===== src/rtl/fetch_pkg.sv =====
// Shared types and constants for the instruction-fetch front end.
// Perf counters are compiled in with FETCH_PERF_CNT_EN.
package fetch_pkg;
  localparam int INSTR_W     = 32;
  localparam int ADDR_W      = 32;
  localparam int PC_STEP_DEF = 4;

  typedef struct packed {
    logic [ADDR_W-1:0]  pc;
    logic [INSTR_W-1:0] instr;
  } fetch_entry_t;
endpackage


===== src/rtl/fetch_fifo.sv =====
// Decoupling FIFO of fetched {pc, instr} entries.
// Flush empties it in one edge; the head reads as zero when empty.
module fetch_fifo
  import fetch_pkg::*;
#(
  parameter int DEPTH = 4,
  localparam int PW = $clog2(DEPTH),
  localparam int CW = PW + 1
) (
  input  logic         clk,
  input  logic         rst,
  input  logic         push,
  input  logic         pop,
  input  logic         flush,
  input  fetch_entry_t wdata,
  output fetch_entry_t head,
  output logic [CW-1:0] count
);

  fetch_entry_t mem [DEPTH];
  logic [PW-1:0] wptr;
  logic [PW-1:0] rptr;

  always_ff @(posedge clk) begin
    if (push && !flush)
      mem[wptr] <= wdata;
  end

  always_ff @(posedge clk or posedge rst) begin
    if (rst) begin
      wptr  <= '0;
      rptr  <= '0;
      count <= '0;
    end else if (flush) begin
      wptr  <= '0;
      rptr  <= '0;
      count <= '0;
    end else begin
      if (push)
        wptr <= wptr + 1'b1;
      if (pop)
        rptr <= rptr + 1'b1;
      if (push && !pop)
        count <= count + 1'b1;
      else if (pop && !push)
        count <= count - 1'b1;
    end
  end

  assign head = (count != '0) ? mem[rptr] : '0;

endmodule


===== src/rtl/fetch_stage.sv =====
// Fetch front end: PC register, IM address, FIFO and decode handshake.
// FETCH_PERF_CNT_EN adds stall_cycles and flush_count outputs.
module fetch_stage
  import fetch_pkg::*;
#(
  parameter int          DEPTH    = 4,
  parameter logic [31:0] RESET_PC = 32'h0000_0000,
  parameter int          PC_STEP  = PC_STEP_DEF,
  localparam int CW = $clog2(DEPTH) + 1
) (
  input  logic              clk,
  input  logic              rst,
  output logic [ADDR_W-1:0] instr_addr,
  input  logic [INSTR_W-1:0] instr_in,
  input  logic              redirect,
  input  logic [ADDR_W-1:0] redirect_pc,
  output logic              out_valid,
  input  logic              out_ready,
  output logic [INSTR_W-1:0] out_instr,
  output logic [ADDR_W-1:0] out_pc,
  output logic [CW-1:0]     count
`ifdef FETCH_PERF_CNT_EN
  ,
  output logic [31:0]       stall_cycles,
  output logic [31:0]       flush_count
`endif
);

  logic [ADDR_W-1:0] pc;
  logic full;
  logic push;
  logic pop;
  fetch_entry_t wdata;
  fetch_entry_t head;

  assign full      = (count == CW'(DEPTH));
  assign out_valid = (count != '0) & ~redirect;
  assign pop       = out_valid & out_ready;
  // Pop frees a slot the same edge, so a full FIFO still accepts a fetch.
  assign push      = ~redirect & (~full | pop);

  assign wdata.pc    = pc;
  assign wdata.instr = instr_in;

  always_ff @(posedge clk or posedge rst) begin
    if (rst)
      pc <= RESET_PC;
    else if (redirect)
      pc <= redirect_pc;
    else if (push)
      pc <= pc + ADDR_W'(PC_STEP);
  end

  assign instr_addr = pc;

  fetch_fifo #(.DEPTH(DEPTH)) u_fifo (
    .clk   (clk),
    .rst   (rst),
    .push  (push),
    .pop   (pop),
    .flush (redirect),
    .wdata (wdata),
    .head  (head),
    .count (count)
  );

  assign out_instr = head.instr;
  assign out_pc    = head.pc;

`ifdef FETCH_PERF_CNT_EN
  always_ff @(posedge clk or posedge rst) begin
    if (rst) begin
      stall_cycles <= '0;
      flush_count  <= '0;
    end else begin
      if (full && !pop && !redirect && stall_cycles != '1)
        stall_cycles <= stall_cycles + 1'b1;
      if (redirect && flush_count != '1)
        flush_count <= flush_count + 1'b1;
    end
  end
`endif

endmodule


===== config.mk =====
export PLATFORM = sky130hd
export DESIGN_NAME = fetch_stage
export DESIGN_NICKNAME = d
export VERILOG_FILES = /design/src/rtl/fetch_pkg.sv /design/src/rtl/fetch_fifo.sv /design/src/rtl/fetch_stage.sv
export SDC_FILE = /design/constraint.sdc
export NUM_CORES = 1
export LEC_CHECK = 0
export CORE_MARGIN = 5
export CORE_UTILIZATION = 40
export DETAILED_ROUTE_END_ITERATION = 6
export MAX_ROUTING_LAYER = met4
export PLACE_DENSITY = 0.72
export SYNTH_ARGS = -nofsm -noshare
export SYNTH_HDL_FRONTEND = slang
export SYNTH_SLANG_ARGS = --single-unit

===== constraint.sdc =====
create_clock -name clk -period 2.5 [get_ports clk]
set_input_delay 0.375 -clock clk [delete_from_list [all_inputs] [get_ports clk]]
set_output_delay 0.375 -clock clk [all_outputs]
set_load 0.05 [all_outputs]

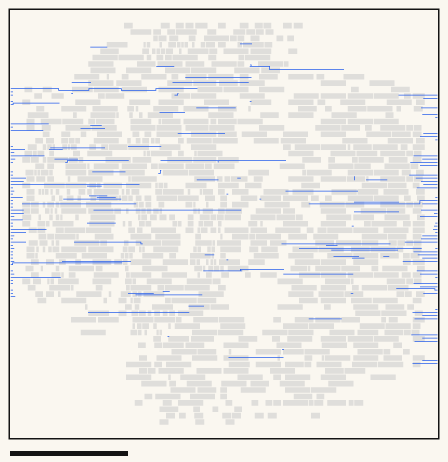
Run 1: signal wires on met3
Bar = 50 um.
main direction = horizontal
wire length on this layer = 1770 um

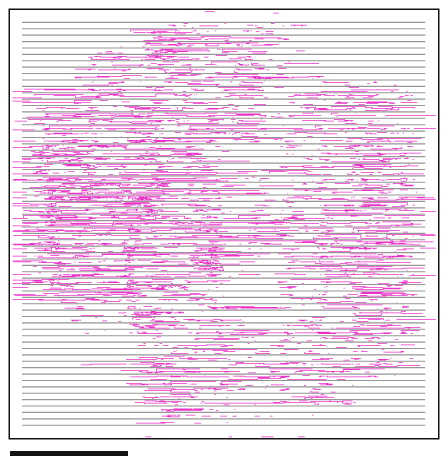
Run 1: met1 routing
Bar = 50 um. Supply wires on this layer in gray.
longest straight run = 48.8 um
nets with wire on the layer = 865
main direction = horizontal

==> reports/qor.txt, run 1 <==
Wire per inst = 21.1 um
Setup Buffers After CTS = 10
Core area = 29400 um2
Flops = 295
Row cnt = 63
Area share, top type = 0.649
Synth logic family = multiplexers
Simple-Gate Area Share = 0.0782
Met3 Use GR = 0.0343
Global route overflow = 0
Setup crit end kind = output pin
Violations in the final reports = setup timing
IO Count = 168
Layout cell share with drive strength beyond 1 = 0.320
Flop2flop setup slack = 0.27 ns
Crit. path cell count = 5
WL final = 27200 um
Sink Count = 295
Multi-input gates = 318
Post-route cell area = 15800 um2
Vias in the first global route = 6867
Clkbuf count = 42
Yosys stat cell total = 653
Compound Share, Synth = 0.0199
Max cap viols = 0
Top cell excl fill/tap = edfxtp_1
Mapped Nets = 727
Placed cell count = 1221
Max reg flops = 256
Post-Syn Area = 11800 um2
Setup TNS Final = -0.0684 ns
Outcome = finished, violations left
Setup violators final = 8
Gate Area = 3180 um2
ANT nets after route = 0
Die H = 182 um
# H-tree levels = 1
F_max = 0.395 GHz
Most flops, register = u_fifo.mem
Fin worst setup slack = -0.0299 ns
# fillers = 2321
Yosys reg bits = 295
Combinational share of cell area = 0.201
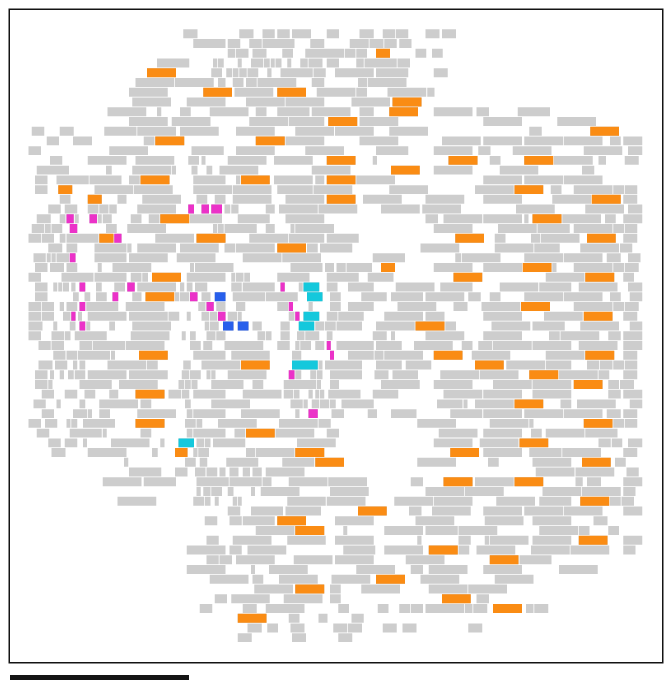
Run 1: logic cells by family
Bar = 50 um.
orange -> multiplexers  # cells 70, where spread over the die
cyan -> adder and majority cells  # cells 6, where center
magenta -> NOR gates  # cells 24
blue -> AND-OR and OR-AND gates  # cells 3

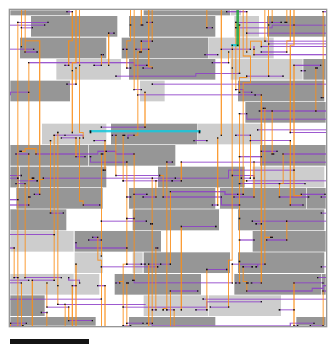
Run 1: zoomed window
Bar = 10 um. Region (117, 26) to (157, 66) um. Cells in gray, sequential cells in the stronger gray; small squares are vias.
purple -> metal 1
orange -> metal 2
cyan -> metal 3
green -> metal 4
sequential cells in the window = 27
cells with their middle in the window = 42
most frequent = edfxtp_1 (27), mux4_2 (6), clkbuf_16 (4)
netlist names of flops here include = u_fifo.mem (27)

[run 1: cells by family (layout without fill, tap and decap cells)]
group | Yosys count | in the layout
AOI/OAI and AO/OA | 42 | 42
and+or+nand+nor | 169 | 169
DFF | 295 | 295
buffers and inverters | 40 | 287
adders and majority gates | 6 | 6
xor gates and xnor gates | 31 | 31
muxes | 70 | 70
[run 1: power by group]
group	switching [W]	leakage (nW)	total [W]	internal, W
registers	0.000278	2.83	0.00643	0.00615
logic	0.00452	2.21	0.00801	0.00349
clock network	0.00174	0.419	0.00399	0.00226
total	0.00653	5.46	0.0184	0.0119
[run 1: per-layer routing]
layer | vias up | share of wire
met5 | - | 0
met4 | 0 | 0.012
met3 | 26 | 0.065
met2 | 222 | 0.49
met1 | 3311 | 0.43
li1 | 2999 | -
==> run 2, diff against run 1 <==
- PLACE_DENSITY: 0.72 -> 0.7
- clock period: 2.5 -> 2.6 ns (I/O delays scaled with it)
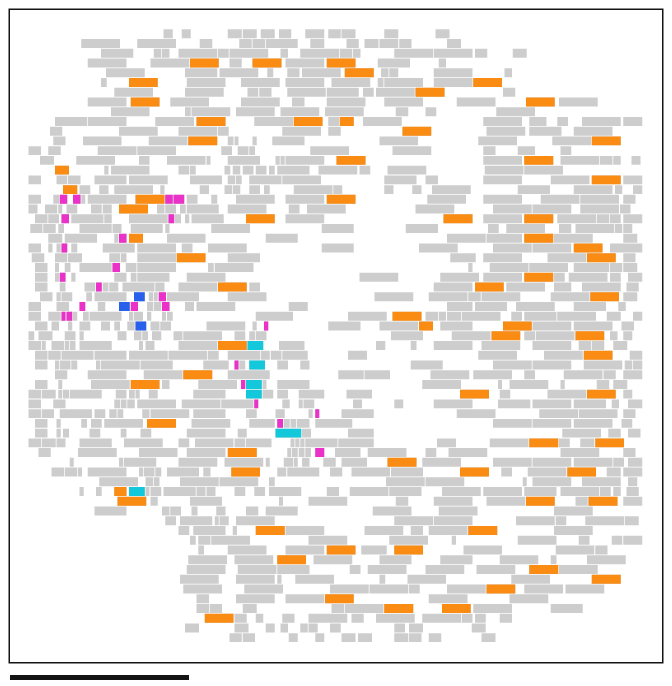
Run 2: logic cells by family
Bar = 50 um.
combinational share of cell area: 0.199
Top cell excl fill/tap: edfxtp_1

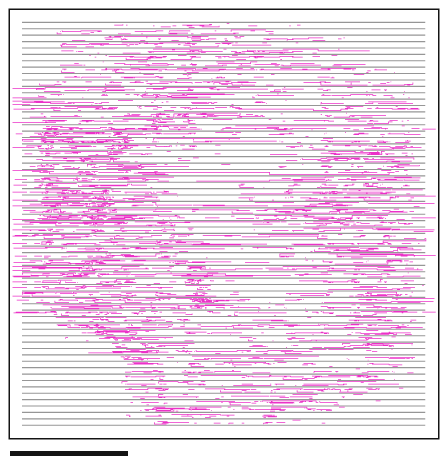
Run 2: met1 routing
Bar = 50 um. Supply wires on this layer in gray.
wire length on this layer = 12400 um
longest straight run = 58.9 um

==> run 2 against run 1 <==
The flow still finishes with violations (setup timing); critical path depth shrank 1; largest power group unchanged; clock skew grew 0.0032 ns; synthesized area unchanged; sequential share of layout area is 0.052 points lower; via count increased by 1.3%; core utilization up 0.051 points.
==> reports/qor.txt, run 2 <==
Outcome = finished, violations left
Violations in the final reports = setup timing
Flop2flop setup slack = 0.37 ns
Synth logic family = multiplexers
Sw frac = 0.356
Cell-internal power = 0.0115 W
Yosys reg bits = 295
Post-Syn Area = 11800 um2
Setup Buffers After CTS = 3
Clkbuf count = 42
Setup violators final = 1
Sequential power share = 0.347
Layout cell share with drive strength beyond 1 = 0.316
ANT nets after route = 0
Fin worst setup slack = -0.000720 ns
Clk pwr share = 0.228
Wire per inst = 21.8 um
Net Sw Power = 0.00636 W
Clk. pwr = 0.00408 W
# H-tree levels = 1
# fillers = 2304
Multi-input gates = 318
Area share, top type = 0.649
Core area = 29400 um2
Row cnt = 63
Compound Share, Synth = 0.0199
Max reg flops = 256
Mapped Nets = 727
Global route overflow = 0
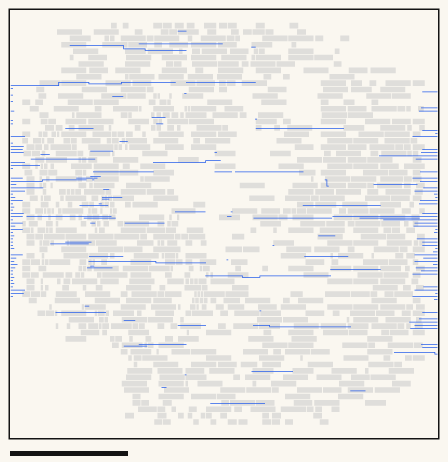
Run 2: signal wires on met3
Bar = 50 um.
WL final: 28100 um
via count: 6645

==> run 2: cell counts after synthesis <==
No cell type changed its count.
==> run 2: how the worst min path moves through the flow <==
stage	from	end	slack [ns]	cells past startpoint
global placement	instr_addr[0]	u_fifo.mem[2][32]	0.52	0
CTS	rst	instr_addr[14]	0.12	2
detailed placement	instr_addr[0]	u_fifo.mem[3][32]	0.55	0
finish	rst	instr_addr[14]	0.13	2
global route	rst	instr_addr[14]	0.15	2
floorplan	instr_in[0]	u_fifo.mem[0][0]	0.49	0
==> run 2: layer usage <==
layer	up-vias	global-route usage	part of all wire
li1	2992	-	-
met1	3399	0.235	0.44
met2	215	0.268	0.49
met3	39	0.0283	0.056
met4	0	0.0282	0.013
met5	-	-	0
Power is estimated from default activity; no workload was simulated.
